==> config.mk <==
export PLATFORM = sky130hd
export DESIGN_NAME = commit_rob_flat
export DESIGN_NICKNAME = d
export VERILOG_FILES = /design/src/rtl/commit_rob_if.sv /design/src/rtl/commit_rob.sv /design/src/flat_wrapper.sv
export SDC_FILE = /design/constraint.sdc
export NUM_CORES = 1
export LEC_CHECK = 0
export CAP_MARGIN = 20
export CORE_MARGIN = 1
export CORE_UTILIZATION = 56
export CTS_BUF_LIST = sky130_fd_sc_hd__clkbuf_4 sky130_fd_sc_hd__clkbuf_8
export DETAILED_ROUTE_END_ITERATION = 6
export PLACE_DENSITY = 0.79
export SLEW_MARGIN = 10
export SYNTH_ARGS = -nofsm -noshare
export SYNTH_HDL_FRONTEND = slang
export SYNTH_SLANG_ARGS = --single-unit
==> constraint.sdc <==
create_clock -name clk -period 2.8 [get_ports clk]
set_clock_uncertainty 0.15 [all_clocks]
set_input_delay 0.42 -clock clk [delete_from_list [all_inputs] [get_ports clk]]
set_output_delay 0.42 -clock clk [all_outputs]
set_load 0.05 [all_outputs]
Run 1, metal 1:
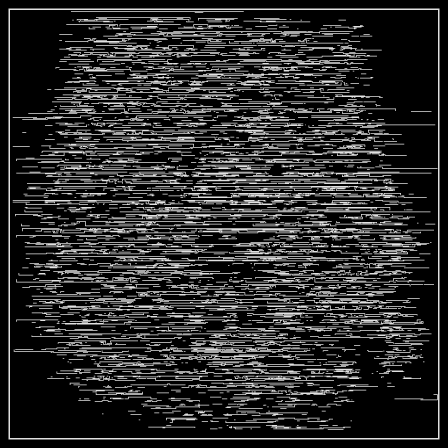
The wires run mostly horizontal. 1250 nets have wire on it. The layer holds 38% of the routed length. The layer carries 18600 um of wire. The longest straight run is 66.7 um.
Via Count: 11400
final WL: 48900 um

Run 1, the metal 2 layer:
Bar = 50 um.
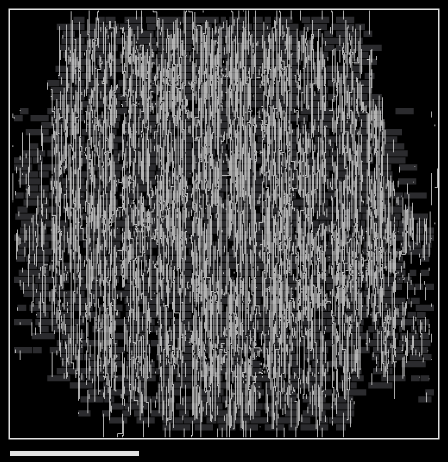
The layer holds 46% of the routed length. 1278 nets have wire on it.
GRT met2 Usage: 49.9%

Run 1, met3 routing:
Bar = 50 um.
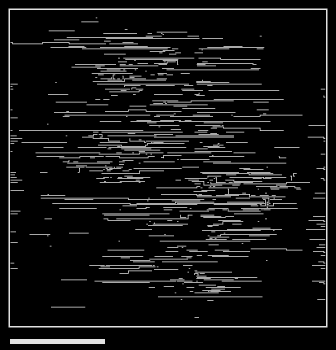
The layer holds 11% of the routed length. 283 nets have wire on it. The longest straight run is 64.9 um.
met3 global-route usage: 6.12%

==> results.cfg, run 1 <==
; flow metrics
[worst_setup_path]
crit_fanout = 10
worst_ep_required_time_ps = 2230
rrSetupSlack_ps = -130

[layout]
nClkBuffers = 82
comb_cells = 667
lay_top_count = dfrtp_1
comb-cell-share_pct = 32.9

[route]
drcViolationCount = 32
ant_nets = 0

[run_status]
status = complete, but fails checks
violations = design-rule violations, negative setup slack

[synth]
synth_area_sq_um = 15000
xor_share_pct = 0.467
avgSynthCellArea_sq_um = 13.7

[final_timing]
rsz0062_at_grt = true
setup_ws_ps = -402
final-setup-viol-count = 76

[grt]
grt_max_degree = 68

[pwr]
maxPowerGroup = sequential cells
swShare_pct = 26.9
pg_seq_w = 0.00567

[job]
maxCapViolCount = 0

[placement]
globalplace.congestion = 0.902
==> run 1: synthesized netlist by cell type, drive strengths merged, types with 3 or more instances <==
cell	n	share of area [%]
inv	10	0.25
nand3b	4	0.20
a21oi	5	0.17
xnor2	5	0.29
ha	4	0.33
nor2b	3	0.13
nand2	8	0.20
mux2	317	24
a211oi	5	0.25
nand4	41	1.8
and3	7	0.29
and2	10	0.43
dfrtp	338	56
nand3	6	0.20
and4b	8	0.53
nor3b	3	0.15
a32oi	8	0.47
buf	32	1.7
nand4b	3	0.18
a22oi	156	7.8
nor2	28	0.72
nor3	16	0.53
clkbuf	52	1.3
mux2i	4	0.27
xor2	3	0.18
nand2b	4	0.17
## Run 2: what changed since run 1
--- a/config.mk
+++ b/config.mk
@@ -5,7 +5,6 @@
 export SDC_FILE = /design/constraint.sdc
 export NUM_CORES = 1
 export LEC_CHECK = 0
-export CAP_MARGIN = 20
 export CORE_MARGIN = 1
 export CORE_UTILIZATION = 56
 export CTS_BUF_LIST = sky130_fd_sc_hd__clkbuf_4 sky130_fd_sc_hd__clkbuf_8
Run 2, metal 1:
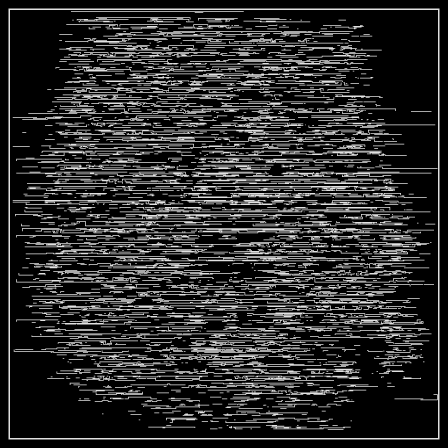
The layer carries 18600 um of wire. 1250 nets have wire on it. The layer holds 38% of the routed length. The wires run mostly horizontal.
met1 usage: 42.6%

==> results.cfg, run 2 <==
; flow metrics
[worst_setup_path]
worst_ep_required_time_ps = 2230
crit_fanout = 10
rrSetupSlack_ps = -130
cp_num_cells = 9
cpPeakStageDelay_ps = 410
cp-start-kind = register

[final_timing]
rsz0062_at_grt = true
setup_ws_ps = -402
fin_hold_ws_ps = 165
fmaxAchievable_ghz = 0.312
final-setup-viol-count = 76

[clocking]
path_clk_slew_ps = 60
cts_root_buffer = clkbuf_8

[grt]
grt_max_degree = 68
grtUsageMet3_pct = 6.12
globalRouteMet2Util_pct = 49.9

[placement]
port_buffers = 95
dp_hpwl_um = 22000
globalplace.congestion = 0.902

[run_status]
status = complete, but fails checks
violations = design-rule violations, negative setup slack

[synth]
syn_inst = 1098
synth.most_common_cell = dfrtp_1
top_area_share_pct = 56.4
largest_area_cell = dfrtp_1
avgSynthCellArea_sq_um = 13.7
ys_chip_area_sq_um = 15000
topCellsByArea = dfrtp_1 56%, mux2_2 22%, a22oi_1 7.8%, nand4_1 1.7%, mux2_1 1.4%
synth_area_sq_um = 15000
synth.top_cells.by_count = 338 x dfrtp_1, 298 x mux2_2, 156 x a22oi_1

[pwr]
pg_seq_w = 0.00567
total_power_w = 0.0118
peakVddDrop_v = 0.000510
swShare_pct = 26.9
maxPowerGroup = sequential cells

[layout]
fin_nets = 1345
comb_cells = 667
nClkBuffers = 82
synthToLayoutAreaGrowth_pct = 31.8
seq_area_sq_um = 8470
seq_share_pct = 42.8
comb-cell-share_pct = 32.9
lay_top_count = dfrtp_1

[route]
wl_um = 48900
ant_nets = 0
drcViolationCount = 32
num_vias = 11400

[floorplan]
core_area_sq_um = 26100

[job]
maxCapViolCount = 0
Run 2, the metal 2 layer:
Bar = 50 um.
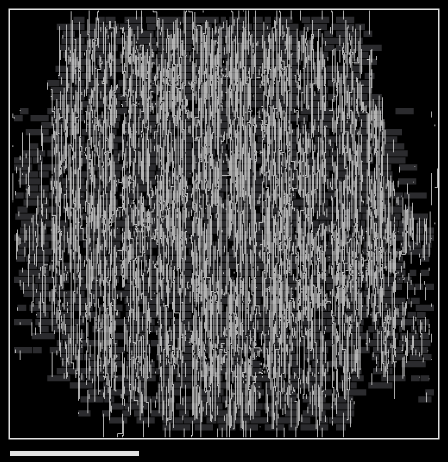
The longest straight run is 55.4 um. The layer holds 46% of the routed length. The wires run mostly vertical. 1278 nets have wire on it.

-- run 2: cell counts after synthesis --
Identical to the previous run, type by type.
-- run 2: repair_timing --
action / in CTS / in global routing
endpoints found under the setup margin: 42 / 69
hold endpoints to repair: 174 / 0
hold buffers: 1 / 0
cloned: 11 / 17
resized: 63 / 54
pin swaps: 35 / 38
setup buffers: 24 / 6
-- run 2: logic make-up (layout without fill, tap and decap cells) --
group	after synthesis	after routing	share of synthesized area [%]
DFF	338	338	56.4
muxes	323	323	24.4
AOI/OAI and AO/OA	183	184	9.25
and+or+nand+nor	147	147	5.80
buffers and inverters	94	326	3.22
xor gates and xnor gates	8	8	0.467
adders and majority gates	5	5	0.467
other	0	1	0
